`src/rtl/me_best_match_comparator.sv`:
```
// Motion-estimation best-match comparator: tracks the minimum PE distance
// per search window. Optional early exit on zero distance: COMP_EARLY_EXIT_EN.
module me_best_match_comparator #(
    parameter int NUM_PE     = 16,
    parameter int DIST_W     = 8,
    parameter int VEC_W      = 4,
    parameter int CAND_BEATS = 16
) (
    input  logic                      clock,
    input  logic                      reset_n,
    input  logic                      compstart,
    input  logic [NUM_PE*DIST_W-1:0]  peout,
    input  logic [NUM_PE-1:0]         peready,
    input  logic [VEC_W-1:0]          vectorx,
    input  logic [VEC_W-1:0]          vectory,
    output logic [DIST_W-1:0]         bestdist,
    output logic [VEC_W-1:0]          motionx,
    output logic [VEC_W-1:0]          motiony,
    output logic [$clog2(NUM_PE)-1:0] bestpe,
    output logic                      bestvalid,
    output logic                      busy,
    output logic                      compdone
);

    localparam int PE_W  = $clog2(NUM_PE);
    localparam int CNT_W = $clog2(CAND_BEATS + 1);

    typedef enum logic [1:0] {
        IDLE,
        SEARCH,
        DRAIN
    } state_t;

    state_t state_q, state_d;
    logic   busy_d, done_d;

    logic [CNT_W-1:0]  cnt_q;
    logic              beat;
    logic              last_beat;

    logic              sel_found;
    logic [DIST_W-1:0] sel_dist;
    logic [PE_W-1:0]   sel_lane;

    logic              s1_valid;
    logic [DIST_W-1:0] s1_dist;
    logic [PE_W-1:0]   s1_lane;
    logic [VEC_W-1:0]  s1_vx;
    logic [VEC_W-1:0]  s1_vy;

    logic              s2_hit;
    logic              early_exit;

    // A beat only counts in SEARCH; compstart discards a coincident beat.
    assign beat      = (state_q == SEARCH) && (|peready) && !compstart;
    assign last_beat = beat && (cnt_q == CNT_W'(CAND_BEATS - 1));
    assign s2_hit    = s1_valid && (s1_dist < bestdist);

`ifdef COMP_EARLY_EXIT_EN
    assign early_exit = s2_hit && (s1_dist == '0);
`else
    assign early_exit = 1'b0;
`endif

    // Minimum over the ready lanes; strict compare keeps the lowest lane on ties.
    always_comb begin
        sel_found = 1'b0;
        sel_dist  = '1;
        sel_lane  = '0;
        for (int i = 0; i < NUM_PE; i++) begin
            if (peready[i] &&
                (!sel_found || (peout[i*DIST_W +: DIST_W] < sel_dist))) begin
                sel_found = 1'b1;
                sel_dist  = peout[i*DIST_W +: DIST_W];
                sel_lane  = PE_W'(i);
            end
        end
    end

    // Next-state and framing outputs; compstart wins over everything.
    always_comb begin
        state_d = state_q;
        busy_d  = busy;
        done_d  = 1'b0;
        if (compstart) begin
            state_d = SEARCH;
            busy_d  = 1'b1;
        end else if (early_exit) begin
            state_d = IDLE;
            busy_d  = 1'b0;
            done_d  = 1'b1;
        end else begin
            unique case (state_q)
                SEARCH: begin
                    if (last_beat) begin
                        state_d = DRAIN;
                    end
                end
                DRAIN: begin
                    state_d = IDLE;
                    busy_d  = 1'b0;
                    done_d  = 1'b1;
                end
                default: begin
                    state_d = state_q;
                end
            endcase
        end
    end

    // State register with registered busy/compdone.
    always_ff @(posedge clock or negedge reset_n) begin
        if (!reset_n) begin
            state_q  <= IDLE;
            busy     <= 1'b0;
            compdone <= 1'b0;
        end else begin
            state_q  <= state_d;
            busy     <= busy_d;
            compdone <= done_d;
        end
    end

    // Beat counter; cleared on window open and on early exit.
    always_ff @(posedge clock or negedge reset_n) begin
        if (!reset_n) begin
            cnt_q <= '0;
        end else if (compstart || early_exit) begin
            cnt_q <= '0;
        end else if (beat) begin
            cnt_q <= cnt_q + 1'b1;
        end
    end

    // Stage 1: latch the per-beat winner with its vector.
    always_ff @(posedge clock or negedge reset_n) begin
        if (!reset_n) begin
            s1_valid <= 1'b0;
            s1_dist  <= '0;
            s1_lane  <= '0;
            s1_vx    <= '0;
            s1_vy    <= '0;
        end else begin
            s1_valid <= beat && !early_exit;
            if (beat) begin
                s1_dist <= sel_dist;
                s1_lane <= sel_lane;
                s1_vx   <= vectorx;
                s1_vy   <= vectory;
            end
        end
    end

    // Stage 2: strictly smaller candidate replaces the running best.
    always_ff @(posedge clock or negedge reset_n) begin
        if (!reset_n) begin
            bestdist  <= '1;
            motionx   <= '0;
            motiony   <= '0;
            bestpe    <= '0;
            bestvalid <= 1'b0;
        end else if (compstart) begin
            bestdist  <= '1;
            bestvalid <= 1'b0;
        end else if (s2_hit) begin
            bestdist  <= s1_dist;
            motionx   <= s1_vx;
            motiony   <= s1_vy;
            bestpe    <= s1_lane;
            bestvalid <= 1'b1;
        end
    end

endmodule
```
`config.mk`:
```
export PLATFORM = sky130hd
export DESIGN_NAME = me_best_match_comparator
export DESIGN_NICKNAME = d
export VERILOG_FILES = /design/src/rtl/me_best_match_comparator.sv
export SDC_FILE = /design/constraint.sdc
export NUM_CORES = 1
export LEC_CHECK = 0
export CAP_MARGIN = 20
export CORE_MARGIN = 2
export CORE_UTILIZATION = 30
export DETAILED_ROUTE_END_ITERATION = 6
export MAX_ROUTING_LAYER = met4
export PLACE_DENSITY = 0.57
export SYNTH_ARGS = -nofsm -noshare
export SYNTH_HDL_FRONTEND = slang
export SYNTH_SLANG_ARGS = --single-unit
```
`constraint.sdc`:
```
create_clock -name clock -period 3.3 [get_ports clock]
set_clock_uncertainty 0.1 [all_clocks]
set_input_delay 0.66 -clock clock [delete_from_list [all_inputs] [get_ports clock]]
set_output_delay 0.66 -clock clock [all_outputs]
set_load 0.03 [all_outputs]
```
==> reports/results.ini, run 1 <==
[outcome]
status = finished with violations
violations = setup timing

[global_route]
grt.busiest_layer = met2
grt_usage = 0.2296
grt_pass1_vias = 10680
grt_pass1_wl_um = 52020
met3_usage = 0.01568
grt_max_degree = 28

[routing]
top_layer = met4
route.detailed.wl_per_inst_um = 16.26
drt_pass1_iterations = 5
wl_met1_um = 15200
wl_met2_um = 16900
drcViolationCount = 0

[final_timing]
post-route-min-period_ps = 26530
postLayoutSetupSlackWorst_ps = -23230
final_hold_viol_count = 0
max_clock_freq_mhz = 37.69
fin_crit_sh = 8.040
finalSetupViolCount = 28
holdWs_ps = 264.5
maxSlewViolCount = 0
slew_headroom = 0.6101

[clock_network]
clk_pin_slew_ps = 70
clk_latency_ps = 290
ctsResizeCount = 146
cts_tree = built

[job]
warnings = 29

[yosys]
floorplan.nets = 1266
ys_seq_frac = 0.1622
synth_top_cell_by_area = ha_1
edf_count = 0
yosys_cells = 1022
area_leaders = ha_1 (14%), dfrtp_1 (14%), nand2_1 (5.4%)
synth.distinct_cells = 111
ys.flop_type = dfrtp_1
synthArstFlopShare = 1.000
netlist_area_sq_um = 7928
synthTopCellsByCount = nand2_1 (115), inv_1 (92), ha_1 (89)
xor_area_frac = 0.008838
yosysTopAreaCellShare = 0.1405
synth.most_common_cell = nand2_1
top_logic_kind = AND-OR/OR-AND gates
simple_gate_area_frac = 0.2224

[final_layout]
syn2layout_area_growth_pct = 109.9
logic_area_sq_um = 7903
comb_cells = 851
inverters = 92
final_util = 0.6405
fillers = 2018
nNetsFinal = 2021
n_clock_buffer = 5
clk_share = 0.01030
lay_top_count = buf_4
sh_comb_area = 0.4748

[pwr]
p_total_mw = 17.76
p_seq_mw = 1.00
p_int_mw = 10.41
leakagePower_nw = 7.683
comb-power_mw = 16.2
power_leader = combinational cells
clk-power_mw = 0.591
power.density_nw_per_um2 = 1067
clockPowerShare = 0.033
ir_drop_mv = 1.345

[place]
port_buffers = 177
dp_hpwl_um = 24760
place_congestion = 0.9342

[worst_setup_path]
slowest_stage = or3_4
cp_max_fo = 8
r2r_end = motionx[3]
cp.required_ps = 3370
timing.rr.start = bestdist[1]
path_delay_family = AND-OR/OR-AND gates
crit_path_start = peready[0]
cp_data_arrival_time_ps = 26600

[floorplan]
ios = 178
n_tap_cell = 335
rows = 59
die_h_um = 166.6
die-width_um = 166.6
fp_util = 0.3051
chipArea_sq_um = 27740

[run 1: per-stage QoR]
step / setup TNS, ps / area [sq um] / std cells
final: -322700 / 16640 / 2120
after global routing: -340410 / 16640 / 2119
after CTS: -286240 / 15400 / 2049
after detailed placement: -321270 / 13550 / 1903
after global placement: -313590 / 13550 / 1903
after floorplan: -282410 / 8623 / 1022
[run 1: registers in the layout, indices dropped and copies added, names as in the netlist]
signal and cells:
bestdist 8, s1_dist 8, cnt_q 5, bestpe 4
motionx 4, motiony 4, s1_lane 4, s1_vx 4
s1_vy 4, state_q 2, bestvalid 1, busy 1
compdone 1, s1_valid 1
Fig. 1: run 1, metal 1
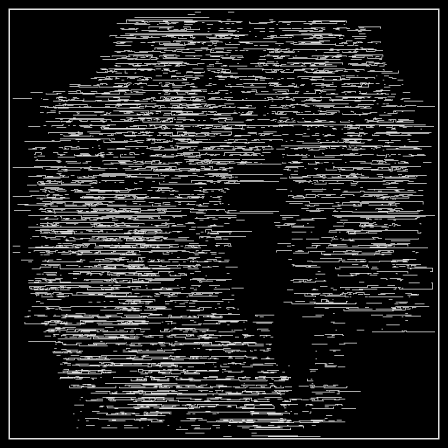
longest straight run: 41.9 um
share of all routed wire: 44%
wire length on this layer: 15200 um
nets with wire on the layer: 1879
main direction: horizontal
GR Util met1: 0.2899
drt total wl: 34460 um
routed vias: 10810

Fig. 2: run 1, signal wires on met2
Scale bar: 50 um.
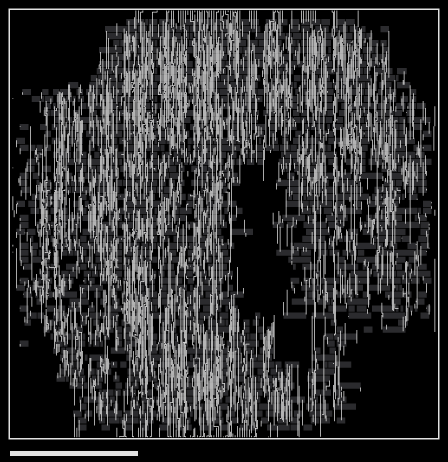
nets with wire on the layer: 1819
main direction: vertical
wire length on this layer: 16900 um
share of all routed wire: 49%
longest straight run: 70.7 um

Fig. 3: run 1, metal 3
Scale bar: 50 um.
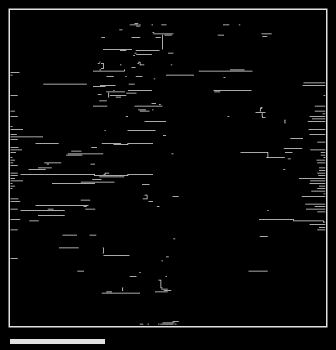
share of all routed wire: 3.6%
wire length on this layer: 1230 um
longest straight run: 38.9 um
nets with wire on the layer: 166

==> inputs of run 2 (changes only) <==
--- a/config.mk
+++ b/config.mk
@@ -9,6 +9,7 @@
 export CORE_MARGIN = 2
 export CORE_UTILIZATION = 30
 export DETAILED_ROUTE_END_ITERATION = 6
+export GPL_ROUTABILITY_DRIVEN = 0
 export MAX_ROUTING_LAYER = met4
 export PLACE_DENSITY = 0.57
 export SYNTH_ARGS = -nofsm -noshare
==> constraint.sdc (replaced) <==
create_clock -name clock -period 3.3 [get_ports clock]
set_clock_uncertainty 0.1 [all_clocks]
set_input_delay 0.66 -clock clock [delete_from_list [all_inputs] [get_ports clock]]
set_output_delay 0.66 -clock clock [all_outputs]
set_load 0.1 [all_outputs]
==> reports/results.ini, run 2 <==
[floorplan]
die-width_um = 166.6  ; unchanged
fp_util = 0.3051  ; unchanged
chipArea_sq_um = 27740  ; unchanged
n_tap_cell = 335  ; unchanged
ios = 178  ; unchanged
rows = 59  ; unchanged
die_h_um = 166.6  ; unchanged

[final_timing]
post-route-min-period_ps = 26590  ; was 26530 ps
fin_crit_sh = 8.058  ; was 8.040
postLayoutSetupSlackWorst_ps = -23290  ; was -23230 ps
slew_headroom = 0.5628  ; was 0.6101
holdWs_ps = 291.2  ; was 264.5 ps
final_hold_viol_count = 0  ; unchanged
maxSlewViolCount = 0  ; unchanged
finalSetupViolCount = 28  ; unchanged

[yosys]
top_logic_kind = AND-OR/OR-AND gates  ; unchanged
netlist_area_sq_um = 7928  ; unchanged
floorplan.nets = 1266  ; unchanged
edf_count = 0  ; unchanged
simple_gate_area_frac = 0.2224  ; unchanged
yosys_cells = 1022  ; unchanged
area_leaders = ha_1 (14%), dfrtp_1 (14%), nand2_1 (5.4%)  ; unchanged
yosysTopAreaCellShare = 0.1405  ; unchanged
synth.most_common_cell = nand2_1  ; unchanged
ys.flop_type = dfrtp_1  ; unchanged
synthTopCellsByCount = nand2_1 (115), inv_1 (92), ha_1 (89)  ; unchanged
synthArstFlopShare = 1.000  ; unchanged
ys_seq_frac = 0.1622  ; unchanged
synth.distinct_cells = 111  ; unchanged

[outcome]
violations = setup timing  ; unchanged
status = finished with violations  ; unchanged

[pwr]
power.density_nw_per_um2 = 1145  ; was 1067 nW/um^2
ir_drop_mv = 1.378  ; was 1.345 mV
comb-power_mw = 17.1  ; was 16.2 mW
power_leader = combinational cells  ; unchanged
p_seq_mw = 1.01  ; was 1.00 mW
clk-power_mw = 0.620  ; was 0.591 mW

[final_layout]
lay_top_count = buf_4  ; unchanged
fillers = 2045  ; was 2018
final_cells = 2100  ; was 2120
clk_share = 0.01084  ; was 0.01030
fin_area_sq_um = 16390  ; was 16640 sq um
logic_area_sq_um = 7938  ; was 7903 sq um
comb_cells = 851  ; unchanged
largestRegisters = bestdist (8), s1_dist (8), cnt_q (5)  ; unchanged
inverters = 92  ; unchanged
syn2layout_area_growth_pct = 106.7  ; was 109.9%
nNetsFinal = 2003  ; was 2021
sh_comb_area = 0.4843  ; was 0.4748
n_clock_buffer = 6  ; was 5

[job]
warnings = 29  ; unchanged

[worst_setup_path]
path_delay_family = AND-OR/OR-AND gates  ; unchanged
cp_max_fo = 7  ; was 8
slowest_stage = o31ai_4  ; was or3_4

[global_route]
grt_pass1_wl_um = 52140  ; was 52020 um
grt_pass1_vias = 10640  ; was 10680
grt_usage = 0.2316  ; was 0.2296
grt_max_degree = 30  ; was 28
met3_usage = 0.01854  ; was 0.01568

[routing]
drcViolationCount = 0  ; unchanged
top_layer = met4  ; unchanged
wl_met2_um = 17360  ; was 16900 um
route.detailed.wl_per_inst_um = 16.66  ; was 16.26 um

[place]
dp_hpwl_um = 24890  ; was 24760 um
placed_area_sq_um = 13460  ; was 13550 sq um
port_buffers = 177  ; unchanged

[clock_network]
clk_latency_ps = 290  ; about the same
cts_tree = built  ; unchanged
ctsResizeCount = 186  ; was 146
clk_pin_slew_ps = 70  ; about the same

## run 2: netlist changes by cell type in the layout (fill, tap and decap cells not counted), moves of 4 or more
cell	before	now
clkdlybuf4s50_1	158	135
o21ai_4	9	14
nor2_1	68	64
nor2_2	3	10
buf_4	553	579
mux2i_2	4	8
buf_6	39	22
buf_12	8	4
o21ai_2	20	11
o21ai_1	16	21
## run 2: path summary, 6_finish.rpt
kind	slack [ps]	start	end	cells past startpoint
worst min register to register	370	s1_vx[1]	s1_vx[1]	2
worst min-delay path	290	reset_n	motiony[1]	1
min in group clock	370	s1_vx[1]	s1_vx[1]	2
worst max register to register	310	bestdist[1]	motiony[3]	14
max in group asynchronous	2000	reset_n	bestdist[6]	2
worst max-delay path	-23290	peready[0]	s1_dist[7]	161
Fig. 4: run 2, signal wires on met2
Scale bar: 50 um.
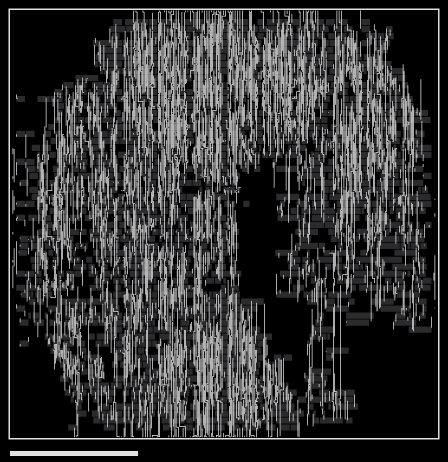
nets with wire on the layer: 1805
main direction: vertical
share of all routed wire: 50%
wire length on this layer: 17400 um

Fig. 5: run 2, the metal 4 layer
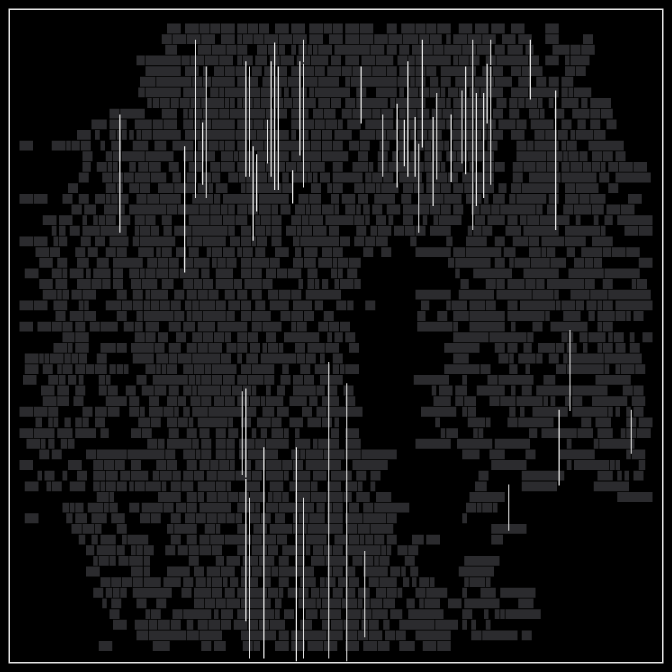
main direction: vertical
nets with wire on the layer: 47
drt total wl: 34980 um
routed vias: 10780

Fig. 6: run 2, metal 1
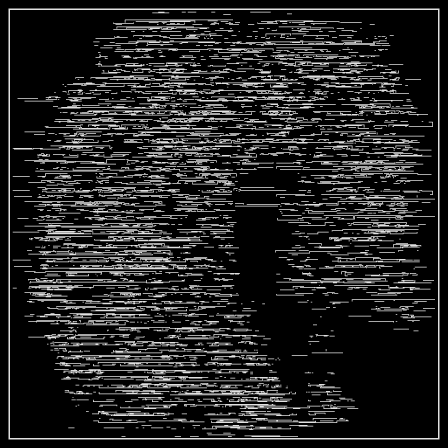
longest straight run: 43.0 um
wire length on this layer: 14900 um
nets with wire on the layer: 1874
GR Util met1: 0.2867

==> inputs of run 3 (changes only) <==
--- a/config.mk
+++ b/config.mk
@@ -6,12 +6,14 @@
 export NUM_CORES = 1
 export LEC_CHECK = 0
 export CAP_MARGIN = 20
+export CELL_PAD_IN_SITES_DETAIL_PLACEMENT = 0
+export CELL_PAD_IN_SITES_GLOBAL_PLACEMENT = 1
 export CORE_MARGIN = 2
 export CORE_UTILIZATION = 30
 export DETAILED_ROUTE_END_ITERATION = 6
 export GPL_ROUTABILITY_DRIVEN = 0
 export MAX_ROUTING_LAYER = met4
-export PLACE_DENSITY = 0.57
+export PLACE_DENSITY = 0.73
 export SYNTH_ARGS = -nofsm -noshare
 export SYNTH_HDL_FRONTEND = slang
 export SYNTH_SLANG_ARGS = --single-unit
==> reports/results.ini, run 3 <==
[global_route]
grt_usage = 0.2192  ; was 0.2316
grt_pass1_vias = 10250  ; was 10640
grt_pass1_wl_um = 49760  ; was 52140 um
grt_max_degree = 52  ; was 30

[worst_setup_path]
crit_end = s1_lane[2]  ; was s1_dist[7]
reg2reg_depth = 14  ; unchanged
cp_data_arrival_time_ps = 26220  ; was 26660 ps
cp_num_cells = 158  ; was 161
timing.rr.start = bestdist[1]  ; unchanged
cp.required_ps = 3410  ; was 3370 ps
path_delay_family = AND-OR/OR-AND gates  ; unchanged
cp_max_fo = 8  ; was 7
r2r_slack_ps = 360  ; was 310 ps
slowest_stage = clkdlybuf4s50_1  ; was o31ai_4

[routing]
drcViolationCount = 0  ; unchanged
drt_pass1_iterations = 5  ; was 6

[clock_network]
clk_pin_slew_ps = 60  ; was 70 ps
cts_tree = built  ; unchanged
clk_latency_ps = 290  ; about the same
ctsResizeCount = 164  ; was 186

[yosys]
floorplan.nets = 1266  ; unchanged
yosys_cells = 1022  ; unchanged
synth_top_cell_by_area = ha_1  ; unchanged
netlist_area_sq_um = 7928  ; unchanged
area_leaders = ha_1 (14%), dfrtp_1 (14%), nand2_1 (5.4%)  ; unchanged
synth.most_common_cell = nand2_1  ; unchanged
synth.distinct_cells = 111  ; unchanged
ys_seq_frac = 0.1622  ; unchanged
xor_area_frac = 0.008838  ; unchanged
simple_gate_area_frac = 0.2224  ; unchanged

[final_timing]
postLayoutSetupSlackWorst_ps = -22810  ; was -23290 ps
fin_crit_sh = 7.912  ; was 8.058
final_hold_viol_count = 0  ; unchanged
max_clock_freq_mhz = 38.30  ; was 37.61 MHz
holdWs_ps = 133.9  ; was 291.2 ps
slew_headroom = 0.6369  ; was 0.5628
maxSlewViolCount = 0  ; unchanged
post-route-min-period_ps = 26110  ; was 26590 ps
finalSetupViolCount = 28  ; unchanged

[final_layout]
fin_area_sq_um = 15670  ; was 16390 sq um
clk_share = 0.008944  ; was 0.01084
syn2layout_area_growth_pct = 97.63  ; was 106.7%
fillers = 2237  ; was 2045
n_clock_buffer = 5  ; was 6
largestRegisters = bestdist (8), s1_dist (8), cnt_q (5)  ; unchanged
lay_top_count = buf_4  ; unchanged
comb_cells = 850  ; was 851
nNetsFinal = 1941  ; was 2003
logic_area_sq_um = 7695  ; was 7938 sq um

[pwr]
ir_drop_mv = 1.251  ; was 1.378 mV
leakagePower_nw = 7.192  ; was 7.553 nW
power.density_nw_per_um2 = 1055  ; was 1145 nW/um^2

[place]
dp_hpwl_um = 24960  ; was 24890 um

[floorplan]
rows = 59  ; unchanged
die_h_um = 166.6  ; unchanged
chipArea_sq_um = 27740  ; unchanged
die-width_um = 166.6  ; unchanged
fp_util = 0.3051  ; unchanged
n_tap_cell = 335  ; unchanged

[outcome]
status = finished with violations  ; unchanged
violations = setup timing  ; unchanged

[job]
warnings = 29  ; unchanged

[run 3: power by group]
part           total [mW]  internal (mW)  switching (mW)
sequential           1.01          0.871           0.136
clock               0.494          0.277           0.217
combinational        15.0           8.02            7.02
[run 3: metrics by stage]
stage	power [mW]	TNS, ps
global route	17.87	-320400
finish	16.53	-301380
global placement	12.56	-314020
CTS	15.26	-295460
floorplan	8.059	-282410
detailed placement	12.75	-323610
[run 3: per-layer routing]
layer | vias up | track usage | share of wire
met4 | 0 | 0.04948 | 0.020
met3 | 42 | 0.01283 | 0.022
met2 | 170 | 0.3793 | 0.49
met1 | 4829 | 0.2821 | 0.47
li1 | 5132 | - | -
met5 | - | - | 0
Fig. 7: run 3, metal 3
Scale bar: 50 um.
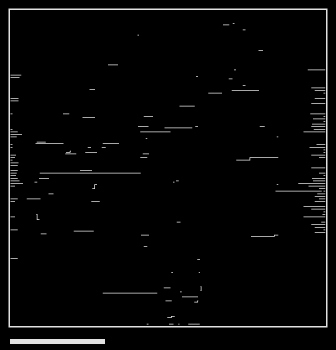
share of all routed wire: 2.2%
nets with wire on the layer: 116
main direction: horizontal

Fig. 8: run 3, the metal 4 layer
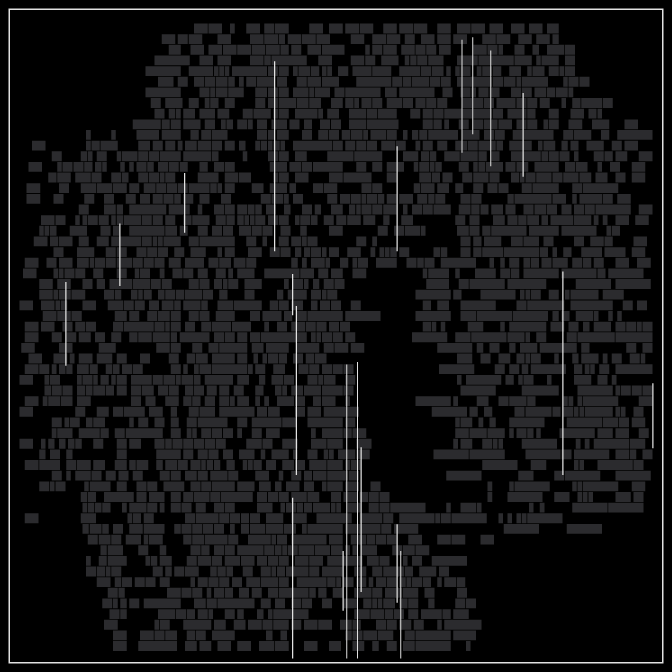
nets with wire on the layer: 20
main direction: vertical
share of all routed wire: 2.0%
wire length on this layer: 641 um
longest straight run: 75.5 um
drt total wl: 31720 um
routed vias: 10170

Fig. 9: run 3, routing congestion map
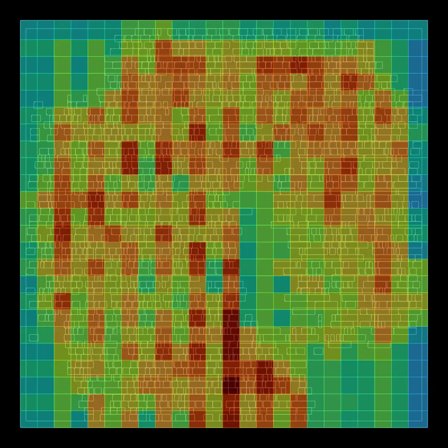
met2 Use GR: 0.3793
WL/cell: 15.57 um
GR Layer Usage met3: 0.01283
Final Util: 0.6029

No activity file was given, so power comes from the tool's default toggle rates.
